`config.mk`:
```
export PLATFORM = sky130hd
export DESIGN_NAME = truth_table_scanner_flat
export DESIGN_NICKNAME = d
export VERILOG_FILES = /design/src/rtl/truth_table_scanner_pkg.sv /design/src/rtl/truth_table_scanner_if.sv /design/src/rtl/truth_table_scanner_pattern_counter.sv /design/src/rtl/truth_table_scanner.sv /design/src/flat_wrapper.sv
export SDC_FILE = /design/constraint.sdc
export NUM_CORES = 1
export LEC_CHECK = 0
export CAP_MARGIN = 10
export CORE_MARGIN = 3
export CORE_UTILIZATION = 45
export CTS_CLUSTER_SIZE = 8
export DETAILED_ROUTE_END_ITERATION = 8
export PLACE_DENSITY_LB_ADDON = 0.15
export SYNTH_ARGS = -nofsm -noshare
export SYNTH_HDL_FRONTEND = slang
export SYNTH_SLANG_ARGS = --single-unit
```
`constraint.sdc`:
```
create_clock -name clk -period 2 [get_ports clk]
set_input_delay 0.4 -clock clk [delete_from_list [all_inputs] [get_ports clk]]
set_output_delay 0.4 -clock clk [all_outputs]
set_load 0.02 [all_outputs]
```
`src/rtl/truth_table_scanner_pkg.sv`:
```
// ---------------------------------------------------------------------------
// truth_table_pkg
// Shared definitions for the truth-table scanner:
//   N_DEFAULT     - default number of inputs of the function under scan
//   state_e       - scanner FSM state encoding
//   pattern_count - number of input patterns (2^n) for an n-input function
// Optional feature macro: SETTLE_EN adds the SETTLE state to state_e.
// ---------------------------------------------------------------------------
package truth_table_pkg;

    localparam int N_DEFAULT = 2;

`ifdef SETTLE_EN
    typedef enum logic [1:0] {
        IDLE   = 2'd0,
        RUN    = 2'd1,
        SETTLE = 2'd2,
        DONE   = 2'd3
    } state_e;
`else
    typedef enum logic [1:0] {
        IDLE   = 2'd0,
        RUN    = 2'd1,
        DONE   = 2'd3
    } state_e;
`endif

    function automatic int pattern_count(input int n);
        return 1 << n;
    endfunction

endpackage

```
`src/rtl/truth_table_scanner_if.sv`:
```
// ---------------------------------------------------------------------------
// truth_table_scanner_if
// Bundles the scanner's request/response signals.
//   start_i    - request a full scan (scanner samples it only in IDLE)
//   s_i        - output of the function under scan
//   expected_i - reference table, bit i = expected s for pattern i
//   x_o        - registered input pattern driven to the function
//   table_o    - captured table, bit i = s sampled while x == i
//   busy_o     - scan in progress
//   done_o     - one-cycle completion pulse
//   match_o    - table_o == expected_i, valid from done until next start
// Modports: master (environment side), slave (scanner side).
// ---------------------------------------------------------------------------
interface truth_table_scanner_if
    import truth_table_pkg::*;
#(
    parameter int N = N_DEFAULT
);
    localparam int P = 1 << N;

    logic         start_i;
    logic         s_i;
    logic [P-1:0] expected_i;
    logic [N-1:0] x_o;
    logic [P-1:0] table_o;
    logic         busy_o;
    logic         done_o;
    logic         match_o;

    modport master (
        output start_i, s_i, expected_i,
        input  x_o, table_o, busy_o, done_o, match_o
    );

    modport slave (
        input  start_i, s_i, expected_i,
        output x_o, table_o, busy_o, done_o, match_o
    );

endinterface

```
`src/rtl/truth_table_scanner_pattern_counter.sv`:
```
// ---------------------------------------------------------------------------
// pattern_counter
// N+1-bit pattern index generator for the scanner. The extra MSB keeps the
// index from wrapping silently; the low N bits form the pattern x.
//   clk, reset - clock, asynchronous active-high reset
//   clear_i    - synchronous clear to 0 (has priority over enable_i)
//   enable_i   - advance to the next pattern
//   count_o    - current index (N+1 bits)
//   last_o     - index is the final pattern 2^N-1
// ---------------------------------------------------------------------------
module pattern_counter
    import truth_table_pkg::*;
#(
    parameter int N = N_DEFAULT
) (
    input  logic       clk,
    input  logic       reset,
    input  logic       clear_i,
    input  logic       enable_i,
    output logic [N:0] count_o,
    output logic       last_o
);
    localparam logic [N:0] LAST = {1'b0, {N{1'b1}}};
    localparam logic [N:0] ONE  = {{N{1'b0}}, 1'b1};

    logic [N:0] count_q, count_d;

    always_comb begin
        count_d = count_q;
        if (clear_i) begin
            count_d = '0;
        end else if (enable_i) begin
            count_d = count_q + ONE;
        end
    end

    always_ff @(posedge clk or posedge reset) begin
        if (reset) begin
            count_q <= '0;
        end else begin
            count_q <= count_d;
        end
    end

    assign count_o = count_q;
    assign last_o  = (count_q == LAST);

endmodule

```
`src/rtl/truth_table_scanner.sv`:
```
// ---------------------------------------------------------------------------
// truth_table_scanner
// Characterises an N-input combinational function: steps x through every
// pattern 0..2^N-1, captures s for each into a table and compares the table
// against a reference.
//   clk   - rising-edge clock
//   reset - asynchronous active-high reset
//   bus   - truth_table_scanner_if.slave (start/s/expected in,
//           x/table/busy/done/match out)
// Optional feature macro: SETTLE_EN inserts one SETTLE cycle per pattern so
// the function output can settle before it is sampled.
// ---------------------------------------------------------------------------
module truth_table_scanner
    import truth_table_pkg::*;
#(
    parameter int N = N_DEFAULT
) (
    input  logic                        clk,
    input  logic                        reset,
    truth_table_scanner_if.slave        bus
);
    localparam int P = pattern_count(N);

    state_e       state_q, state_d;
    logic [N:0]   idx;
    logic         last;
    logic         clear;
    logic         sample;
    logic         advance;
    logic         busy;
    logic         done;
    logic [P-1:0] table_q, table_d;
    logic         match_q, match_d;

    pattern_counter #(.N(N)) u_counter (
        .clk      (clk),
        .reset    (reset),
        .clear_i  (clear),
        .enable_i (advance),
        .count_o  (idx),
        .last_o   (last)
    );

    // State register
    always_ff @(posedge clk or posedge reset) begin
        if (reset) begin
            state_q <= IDLE;
        end else begin
            state_q <= state_d;
        end
    end

    // Next-state logic; start is only looked at in IDLE, so requests during
    // a scan are dropped rather than queued.
    always_comb begin
        state_d = state_q;
        case (state_q)
`ifdef SETTLE_EN
            IDLE:    if (bus.start_i) state_d = SETTLE;
            SETTLE:  state_d = RUN;
            RUN:     state_d = last ? DONE : SETTLE;
`else
            IDLE:    if (bus.start_i) state_d = RUN;
            RUN:     state_d = last ? DONE : RUN;
`endif
            DONE:    state_d = IDLE;
            default: state_d = IDLE;
        endcase
    end

    // Output / control decode. The index MSB guard keeps a corrupted index
    // from ever writing outside the table.
    always_comb begin
        busy    = 1'b0;
        done    = 1'b0;
        clear   = 1'b0;
        sample  = 1'b0;
        advance = 1'b0;
        case (state_q)
            IDLE:    clear = bus.start_i;
`ifdef SETTLE_EN
            SETTLE:  busy = 1'b1;
`endif
            RUN: begin
                busy    = 1'b1;
                sample  = ~idx[N];
                advance = ~idx[N] & ~last;
            end
            DONE:    done = 1'b1;
            default: ;
        endcase
    end

    // Table capture; the match is judged on the table including the final
    // sample, so it is evaluated on the next-state value.
    always_comb begin
        table_d = table_q;
        match_d = match_q;
        if (clear) begin
            table_d = '0;
            match_d = 1'b0;
        end else if (sample) begin
            table_d[idx[N-1:0]] = bus.s_i;
            if (last) begin
                match_d = (table_d == bus.expected_i);
            end
        end
    end

    always_ff @(posedge clk or posedge reset) begin
        if (reset) begin
            table_q <= '0;
            match_q <= 1'b0;
        end else begin
            table_q <= table_d;
            match_q <= match_d;
        end
    end

    assign bus.x_o     = idx[N-1:0];
    assign bus.table_o = table_q;
    assign bus.busy_o  = busy;
    assign bus.done_o  = done;
    assign bus.match_o = match_q;

endmodule

```
`src/flat_wrapper.sv`:
```
// flat-port wrapper written by rule: the top's interface ports become plain ports
module truth_table_scanner_flat import truth_table_pkg::*;
#(
    parameter int N = N_DEFAULT
)
  (clk, reset, bus_start_i, bus_s_i, bus_expected_i, bus_x_o, bus_table_o, bus_busy_o, bus_done_o, bus_match_o);
  truth_table_scanner_if #(.N(N)) bus_i ();
  input  logic clk;
  input  logic reset;
  input wire logic [$bits(bus_i.start_i)-1:0] bus_start_i;
  input wire logic [$bits(bus_i.s_i)-1:0] bus_s_i;
  input wire logic [$bits(bus_i.expected_i)-1:0] bus_expected_i;
  output wire logic [$bits(bus_i.x_o)-1:0] bus_x_o;
  output wire logic [$bits(bus_i.table_o)-1:0] bus_table_o;
  output wire logic [$bits(bus_i.busy_o)-1:0] bus_busy_o;
  output wire logic [$bits(bus_i.done_o)-1:0] bus_done_o;
  output wire logic [$bits(bus_i.match_o)-1:0] bus_match_o;
  assign bus_i.start_i = bus_start_i;
  assign bus_i.s_i = bus_s_i;
  assign bus_i.expected_i = bus_expected_i;
  assign bus_x_o = bus_i.x_o;
  assign bus_table_o = bus_i.table_o;
  assign bus_busy_o = bus_i.busy_o;
  assign bus_done_o = bus_i.done_o;
  assign bus_match_o = bus_i.match_o;
  truth_table_scanner #(.N(N)) u_core (.clk(clk), .reset(reset), .bus(bus_i));
endmodule
```
**Run 1: wires at chosen ports, followed through buffers**

Scale: 6 px per um.
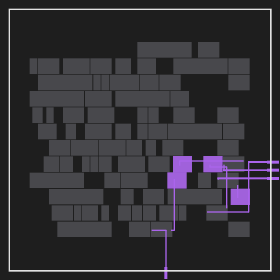
Key: bus_expected_i = purple [bits 4, direction input, edge 3 right, 1 bottom, end cells 4, wire 75.2 um]
Port-buffer cells: 16
# IOs: 17

**Run 1: placement view**

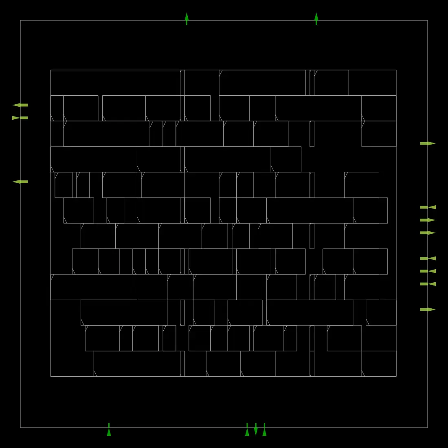
Filler Cell Count: 103
FP Rows: 12
Tap Cells: 14
core area: 1200 sq um
sequential cell area share: 29.8%

**Run 1: I/O pins on the die edge**

Scale: 12 px per um. Pins as bars across the die edge, other pins in grey.
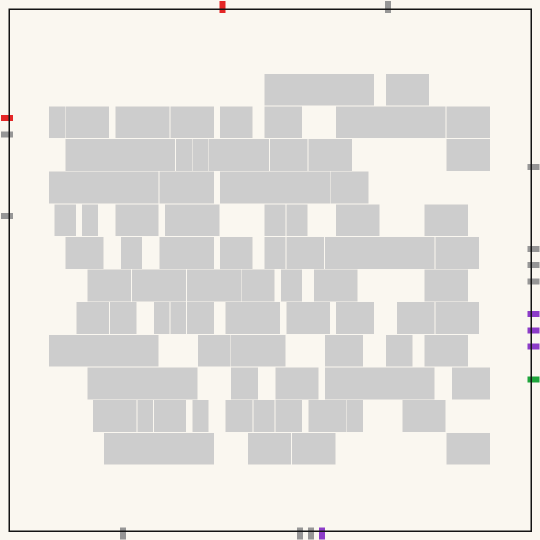
Key: bus_expected_i = purple [pins 4, direction input, edge 3 right, 1 bottom]; bus_match_o = green [pins 1, direction output, edge right]; bus_x_o = red [pins 2, direction output, edge 1 left, 1 top]
All pins by edge: 8 right, 4 bottom, 3 left, 2 top.
die width: 43.4 um
Chip Height: 43.4 um

**Run 1: cell sizes after repair**

Scale: 12 px per um.
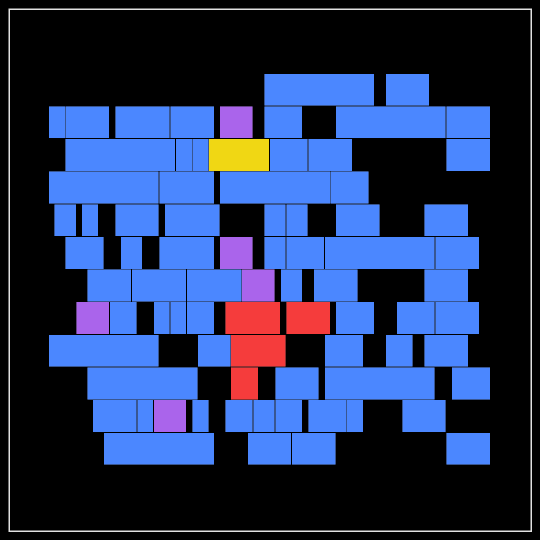
Key: x3 and x4 = purple [cells 5, share 6.3%, most used clkbuf_4]; x1 and smaller = blue [cells 69, share 87%, most used clkdlybuf4s50_1]; x6 and larger = yellow [cells 1, share 1.3%, most used clkbuf_8]; x2 = red [cells 4, share 5.1%]
Non-CTS buffers: 18
P&R area growth vs syn: 33.9%

==> CHANGELOG.md, run 1 <==
## Flow update

- MI comb cells: 41
- Met3 WL: approximately 57 um
- Top non-seq family: AND-OR/OR-AND gates
- Max clock buf depth: 2
- Logic share of the area: 40.5%
- Share of cells above drive strength 1: 12.7%
- FA/HA/MAJ Cells, Area Fraction: 12.0%
- Crit path capture: bus_done_o
- Worst hold slack: 0.401 ns
- Combinational power: 0.754 mW
- Die area: 1880 sq um
- Yosys stat cell total: between 50 and 60
- Flop count: 10
- Most frequent logic cells in the routed design: clkdlybuf4s50_1 (15), dfrtp_1 (10), inv_1 (6), ha_1 (6), o21ai_0 (5)
- Latency at later pin: roughly 0.27 ns
- Most frequent logic cell in the layout: clkdlybuf4s50_1
- Register share after synthesis: 39.8%
- Compound Share, Synth: between 10% and 20%
- Clkbuf count: 4
- First-pass GRT wire length: 2130 um
- Post-synth area hogs: dfrtp_1 (40%), ha_1 (12%), mux2i_1 (6.4%)
- Maximum vdd ir drop: approximately 800 uV
- Vias in the first global route: 494
- Critical Path Start: u_core.state_q[0]
- Most frequent cells after synthesis: dfrtp_1 (10), ha_1 (6), inv_1 (6)
- DR WL/cell: 13.6 um
- Data buffer area share: 20.7%
- Metal2 WL: roughly 560 um
- Logic area: 340 sq um
- CTS tree: built
- Nets: 94
- RSZ-0062 raised after global routing: false
- Setup WS pre-CTS: 0.237 ns
- Final worst-path setup slack: between 0.1 and 0.15 ns
- Crit path arrival time: 1.48 ns
- M3 GR Usage: 3.73%
- Antenna-violating nets left: 0
- Seq power: ~0.37 mW
- CP max stage delay: 0.59 ns
- Post-CTS Setup Bufs: 0
- Pre-antenna DRT Iters: 4
- Worst-case reg-to-reg path depth: 6
- Met2 Use GR: between 20 and 25%
- Yosys reg bits: 10
- Initial DRC Count: 2
- Pins Over Slew Limit: 0
- Final RePlAce weighted congestion: slightly above 0.7
- Crit share post-route: 94.1%
- CP top delay family: buffers and inverters
- Fraction of registers with async set/reset: 100%
- Post-Layout Inst Area: 841 sq um
- Sink Count: 10
- Worst slew pin tran: between 0.3 and 0.4 ns
- Yosys Chip Area: 628 sq um
- Clk_skew: 0.00218 ns
- Tool Warnings: 30
- PwrDens: around 1600 nW/um^2
- Syn Area/Cell: 10.6 sq um
- Area fraction in mux cells: under 10%
- Max FO, Critical Path: 7
- Reg-to-reg slack, setup: 0.30 ns
- Wl on met1: 644 um
- Clock root cell: clkbuf_4
- Fin cells: 93
- Total negative slack: 0 ns
- DP Cell Count: 89
- Area after DPL: 806 sq um
- Yosys simple share: 12.5%
- Setup CP Type: flop to primary output
- Initial antenna violation count: 0
- Gr busiest metal: met2
- Worst flop-to-flop path endpoint: u_core.bus.match_o
- Largest net degree at the start of global routing: 11
- Gate Count Post-Synth: 59
- Fp util: 52.3%
- HPWL after DPL: about 970 um
- Final Hold Vio Count: 0
- Drt drc: 0
- Synth Net Count: 73
- Logic inverters: 6
- CP Buf/Inv Count: 1
- Top_reg_cell synth: dfrtp_1
- Outcome: finished clean
- Post-layout minimum cycle time: 1.88 ns
- Clk pwr share: about 14%
- Post-synthesis cell area: 628 sq um
- Core Util, Final: 70.0%
- Sequential power share: 28.4%
- Seq. cell area: 250 sq um
- XOR Share, Synth: 5.58%
- Post-CTS Resized: 1
- Met1 Use GR: 21.6%
==> run 2: changes to the inputs <==
--- a/config.mk
+++ b/config.mk
@@ -11,6 +11,7 @@
 export CTS_CLUSTER_SIZE = 8
 export DETAILED_ROUTE_END_ITERATION = 8
 export PLACE_DENSITY_LB_ADDON = 0.15
+export SLEW_MARGIN = 20
 export SYNTH_ARGS = -nofsm -noshare
 export SYNTH_HDL_FRONTEND = slang
 export SYNTH_SLANG_ARGS = --single-unit
**Run 2: wires at chosen ports, followed through buffers**

Scale: 6 px per um.
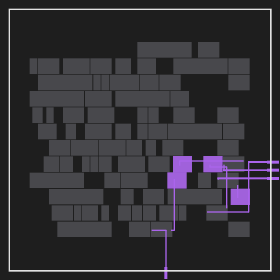

**Run 2: logic cells by family**

Scale: 12 px per um.
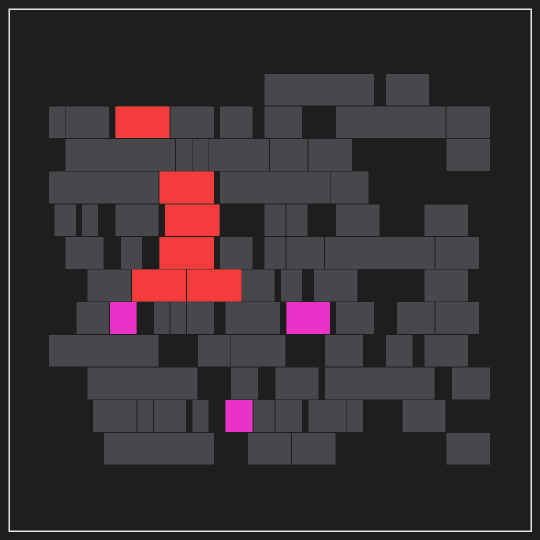
Key: and/or cells = magenta [cells 3, most used and2_1]; fa/ha/maj cells = red [cells 6, most used ha_1]
fin cells: 93
logic share of the area: 40.5%
most frequent logic cell in the layout: clkdlybuf4s50_1

==> run 2 against run 1 <==
Against the previous run:
- sequential share of layout area is the same
- total power is the same
- critical path depth is the same
- design area is the same
- critical path type unchanged
==> CHANGELOG.md, run 2 <==
## Flow update

- Post-CTS Resized: 1 (unchanged)
- DR WL/cell: 13.6 um (unchanged)
- Data buffer area share: 20.7% (unchanged)
- Chip Height: 43.4 um (unchanged)
- Post-Layout Inst Area: 841 sq um (unchanged)
- Largest power group: combinational cells (unchanged)
- Max clock buf depth: 2 (unchanged)
- DP Cell Count: 89 (unchanged)
- Top_reg_cell synth: dfrtp_1 (unchanged)
- HPWL after DPL: 966 um (unchanged)
- Post-synthesis cell area: 628 sq um (unchanged)
- M3 GR Usage: 3.73% (unchanged)
- Crit path capture: bus_done_o (unchanged)
- Final RePlAce weighted congestion: 0.724 (unchanged)
- Crit path arrival time: 1.48 ns (about the same)
- WP data required: 1.60 ns (about the same)
- Most frequent cells after synthesis: dfrtp_1 (10), ha_1 (6), inv_1 (6) (unchanged)
- Compound Share, Synth: 17.7% (unchanged)
- Gate Count Post-Synth: 59 (unchanged)
- Fraction of registers with async set/reset: 100% (unchanged)
- Clk_skew: 0.00218 ns (unchanged)
- Cell with the most instances after synthesis: dfrtp_1 (unchanged)
- FP Rows: 12 (unchanged)
- CP top delay family: buffers and inverters (unchanged)
- Seq. cell area: 250 sq um (unchanged)
- Top non-seq family: AND-OR/OR-AND gates (unchanged)
- Post-synth area hogs: dfrtp_1 (40%), ha_1 (12%), mux2i_1 (6.4%) (unchanged)
- Worst slew pin tran: 0.387 ns (unchanged)
- Logic inverters: 6 (unchanged)
- Max FO, Critical Path: 7 (unchanged)
- Yosys cell types: 23 (unchanged)
- Die area: 1880 sq um (unchanged)
- First-pass GRT wire length: 2130 um (unchanged)
- Pre-antenna DRT Iters: 4 (unchanged)
- Seq power: 0.373 mW (about the same)
- Port-buffer cells: 16 (unchanged)
- Gr ovfl total: 0 (unchanged)
- Syn Area/Cell: 10.6 sq um (unchanged)
- Post-cts hold-fix buffer tally: 0 (unchanged)
- Sink Count: 10 (unchanged)
- Max_cap viols: 0 (unchanged)
- Drt drc: 0 (unchanged)
- Latency at later pin: 0.27 ns (about the same)
- CP Buf/Inv Count: 1 (unchanged)
- Clk pwr share: 14.3% (about the same)
- Yosys stat cell total: 59 (unchanged)
- FA/HA/MAJ Cells, Area Fraction: 12.0% (unchanged)
- Core area: 1200 sq um (unchanged)
- Met2 Use GR: 21.8% (unchanged)
- Crit share post-route: 94.1% (unchanged)
- Final setup vio count: 0 (unchanged)
- Post-CTS Setup Bufs: 0 (unchanged)
- Reg-to-reg slack, setup: 0.30 ns (about the same)
- Combinational power: 0.754 mW (about the same)
- Power share of the combinational group: 57.3% (about the same)
- Share of cells above drive strength 1: 12.7% (unchanged)
- PwrDens: 1560 nW/um^2 (unchanged)
- Yosys Chip Area: 628 sq um (unchanged)
- Internal power: 0.774 mW (unchanged)
- Filler Cell Count: 103 (unchanged)
- Initial DRC Count: 2 (unchanged)
- Total negative slack: 0 ns (unchanged)
- CTS tree: built (unchanged)
- Clock root cell: clkbuf_4 (unchanged)
- Pins Over Slew Limit: 0 (unchanged)
- Logic area: 340 sq um (unchanged)
- Area fraction in mux cells: 6.37% (unchanged)
- Setup WS pre-CTS: 0.237 ns (unchanged)
- Gr busiest metal: met2 (unchanged)
- Final worst-path setup slack: 0.118 ns (unchanged)
- Antenna-violating nets left: 0 (unchanged)
- MI comb cells: 41 (unchanged)
- Maximum vdd ir drop: 800 uV (unchanged)
- Tool Warnings: 30 (unchanged)
- Crit-path slowest cell: clkdlybuf4s50_1 (unchanged)
- Sequential cell area share: 29.8% (unchanged)
- Worst hold slack: 0.401 ns (unchanged)
- Yosys simple share: 12.5% (unchanged)
- Setup CP Type: flop to primary output (unchanged)
- CP max stage delay: 0.59 ns (about the same)
- Non-CTS buffers: 18 (unchanged)
- Yosys reg bits: 10 (unchanged)
- Post-layout minimum cycle time: 1.88 ns (unchanged)
- XOR Share, Synth: 5.58% (unchanged)
- Tap Cells: 14 (unchanged)
- Most frequent logic cells in the routed design: clkdlybuf4s50_1 (15), dfrtp_1 (10), inv_1 (6), ha_1 (6), o21ai_0 (5) (unchanged)
- Fp util: 52.3% (unchanged)
- Vias in the first global route: 494 (unchanged)
- Die width: 43.4 um (unchanged)
- Clkbuf count: 4 (unchanged)
- Worst flop-to-flop path endpoint: u_core.bus.match_o (unchanged)
- GRT Overall Usage: 15.3% (unchanged)
- P&R area growth vs syn: 33.9% (unchanged)
- Critical path depth: 2 (unchanged)
- Initial antenna violation count: 0 (unchanged)
- Wl on met1: 644 um (unchanged)
- Final Hold Vio Count: 0 (unchanged)
- Metal2 WL: 555 um (unchanged)
- Critical Path Start: u_core.state_q[0] (unchanged)
- Largest net degree at the start of global routing: 11 (unchanged)
- Sequential power share: 28.4% (about the same)
- Crit path launch type: flop (unchanged)
- Outcome: finished clean (unchanged)
- Area after DPL: 806 sq um (unchanged)
- RSZ-0062 raised after global routing: false (unchanged)
- Synth Net Count: 73 (unchanged)
- Nets: 94 (unchanged)
- DR vias/cell: 5.30 (unchanged)
- Met1 Use GR: 21.6% (unchanged)
- Register share after synthesis: 39.8% (unchanged)
- Met3 WL: 57 um (unchanged)
- Worst-case reg-to-reg path depth: 6 (unchanged)
- # IOs: 17 (unchanged)
**Run 2: placement view**

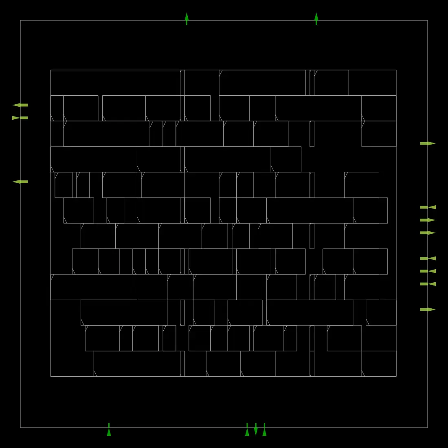
flop count: 10
Core Util, Final: 70.0%

==> run 3: changes to the inputs <==
==> constraint.sdc (replaced) <==
create_clock -name clk -period 1.9 [get_ports clk]
set_input_delay 0.38 -clock clk [delete_from_list [all_inputs] [get_ports clk]]
set_output_delay 0.38 -clock clk [all_outputs]
set_load 0.02 [all_outputs]
**Run 3: logic cells by family**

Scale: 12 px per um.
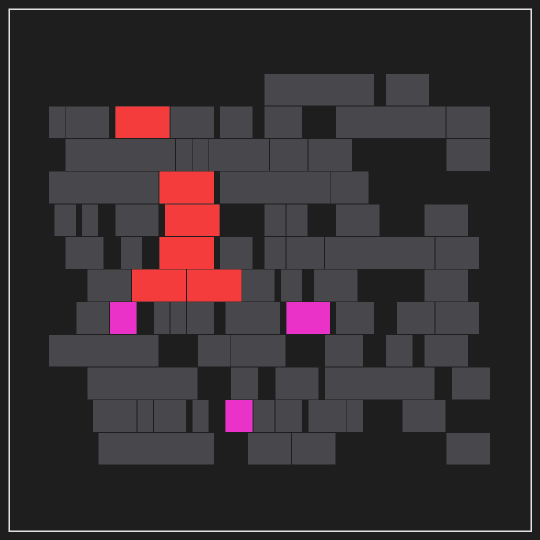
Key: and/or cells = magenta [cells 3, most used and2_1]; fa/ha/maj cells = red [cells 6, most used ha_1]
logic share of the area: 40.4%

**Run 3: I/O pins on the die edge**

Scale: 12 px per um. Pins as bars across the die edge, other pins in grey.
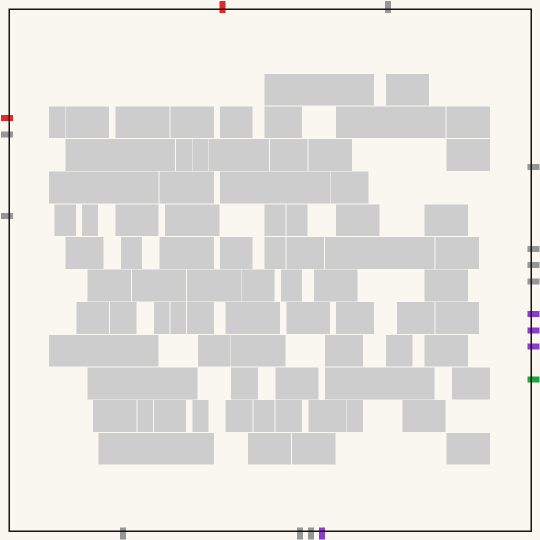

==> run 3 against run 2 <==
Against the previous run:
- design area up 0.15%
- sequential cell count stayed put
- highest routed layer unchanged
- combinational power is 5.3% higher
- sequential share of layout area is 0.10 points higher
- utilization increased by 0.10 points
- worst hold slack worse by 0.019 ns
- global-route usage is the same
==> CHANGELOG.md, run 3 <==
## Flow update

- Crit-path slowest cell: clkdlybuf4s50_1 (unchanged)
- Die area: 1880 sq um (unchanged)
- CP max stage delay: 0.59 ns (about the same)
- Core area: 1200 sq um (unchanged)
- Final RePlAce weighted congestion: 0.724 (unchanged)
- Syn Area/Cell: 10.6 sq um (unchanged)
- Initial antenna violation count: 0 (unchanged)
- Combinational power: 0.794 mW (was 0.754 mW)
- Clk_skew: 0.00218 ns (about the same)
- FA/HA/MAJ Cells, Area Fraction: 12.0% (unchanged)
- Most frequent cells after synthesis: dfrtp_1 (10), ha_1 (6), inv_1 (6) (unchanged)
- Fin cells: 93 (unchanged)
- HPWL after DPL: 966 um (unchanged)
- Maximum vdd ir drop: 842 uV (was 800 uV)
- Top non-seq family: AND-OR/OR-AND gates (unchanged)
- M3 GR Usage: 3.73% (unchanged)
- Post-layout minimum cycle time: roughly 1.8 ns
- Crit path arrival time: 1.46 ns (was 1.48 ns)
- Post-CTS Resized: 1 (unchanged)
- Final Hold Vio Count: 0 (unchanged)
- Largest power group: combinational cells (unchanged)
- Post-synthesis cell area: 628 sq um (unchanged)
- Die width: 43.4 um (unchanged)
- Tap Cells: 14 (unchanged)
- Seq power: 0.394 mW (was 0.373 mW)
- Top_reg_cell synth: dfrtp_1 (unchanged)
- XOR Share, Synth: 5.58% (unchanged)
- Non-CTS buffers: 18 (unchanged)
- DR vias/cell: 5.28 (was 5.30)
- Area fraction in mux cells: 6.37% (unchanged)
- Setup CP Type: flop to primary output (unchanged)
- Worst hold slack: 0.382 ns (was 0.401 ns)
- Tool Warnings: 30 (unchanged)
- Post-synth area hogs: dfrtp_1 (40%), ha_1 (12%), mux2i_1 (6.4%) (unchanged)
- Crit path launch type: flop (unchanged)
- WP data required: 1.52 ns (was 1.60 ns)
- Register share after synthesis: 39.8% (unchanged)
- Worst flop-to-flop path endpoint: u_core.bus.match_o (unchanged)
- Max FO, Critical Path: 6 (was 7)
- DR WL/cell: 13.6 um (about the same)
- Compound Share, Synth: 17.7% (unchanged)
- Latency at later pin: 0.27 ns (about the same)
- Seq. cell area: 251 sq um (was 250 sq um)
- Gr busiest metal: met2 (unchanged)
- Chip Height: 43.4 um (unchanged)
- Pre-antenna DRT Iters: 4 (unchanged)
- Sequential power share: 28.4% (about the same)
- Largest net degree at the start of global routing: 11 (unchanged)
- Area after DPL: 806 sq um (unchanged)
- Synth Net Count: 73 (unchanged)
- Yosys simple share: 12.5% (unchanged)
- Max_cap viols: 0 (unchanged)
- Clock root cell: clkbuf_4 (unchanged)
- Worst-case reg-to-reg path depth: 6 (unchanged)
- Filler Cell Count: 103 (unchanged)
- Crit path capture: bus_done_o (unchanged)
- Worst slew pin tran: 0.388 ns (was 0.387 ns)
- Metal2 WL: 554 um (was 555 um)
- Pins Over Slew Limit: 0 (unchanged)
- Gate Count Post-Synth: 59 (unchanged)
- Clkbuf count: 4 (unchanged)
- Data buffer area share: 20.7% (about the same)
- Initial DRC Count: 2 (unchanged)
- MI comb cells: 41 (unchanged)
- PwrDens: 1650 nW/um^2 (was 1560 nW/um^2)
- Power share of the combinational group: 57.3% (about the same)
- Fraction of registers with async set/reset: 100% (unchanged)
- Flop count: 10 (unchanged)
- Internal power: 0.817 mW (was 0.774 mW)
- Final setup vio count: 0 (unchanged)
- Cell with the most instances after synthesis: dfrtp_1 (unchanged)
- Yosys cell types: 23 (unchanged)
- Outcome: finished clean (unchanged)
- Max clock buf depth: 2 (unchanged)
- GRT Overall Usage: 15.3% (unchanged)
- Nets: 94 (unchanged)
- CTS tree: built (unchanged)
- Wl on met1: 645 um (was 644 um)
- Critical path depth: 2 (unchanged)
- Most frequent logic cell in the layout: clkdlybuf4s50_1 (unchanged)
- Core Util, Final: 70.1% (was 70.0%)
- Met2 Use GR: 21.8% (unchanged)
- Met1 Use GR: 21.6% (unchanged)
- Share of cells above drive strength 1: 13.9% (was 12.7%)
**Run 3: cell sizes after repair**

Scale: 12 px per um.
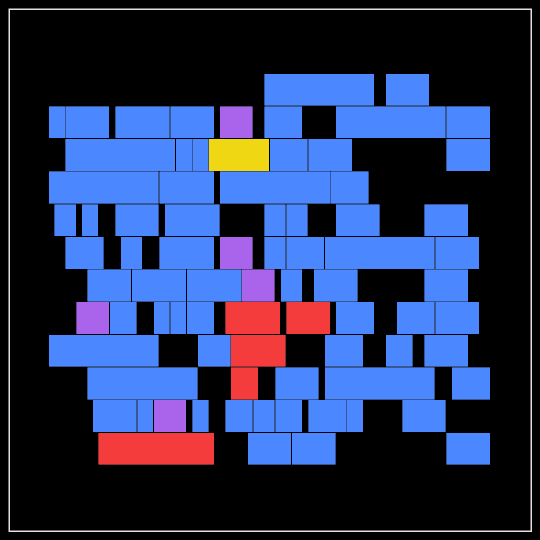
Key: x1 and smaller = blue [cells 68, share 86%, most used clkdlybuf4s50_1]; x3 and x4 = purple [cells 5, share 6.3%, most used clkbuf_4]; x2 = red [cells 5, share 6.3%]; x6 and larger = yellow [cells 1, share 1.3%, most used clkbuf_8]
Post-Layout Inst Area: 842 sq um
P&R area growth vs syn: 34.1%
final worst-path setup slack: 0.0582 ns

Power figures rest on the tool's default switching activity, not on a simulated workload.
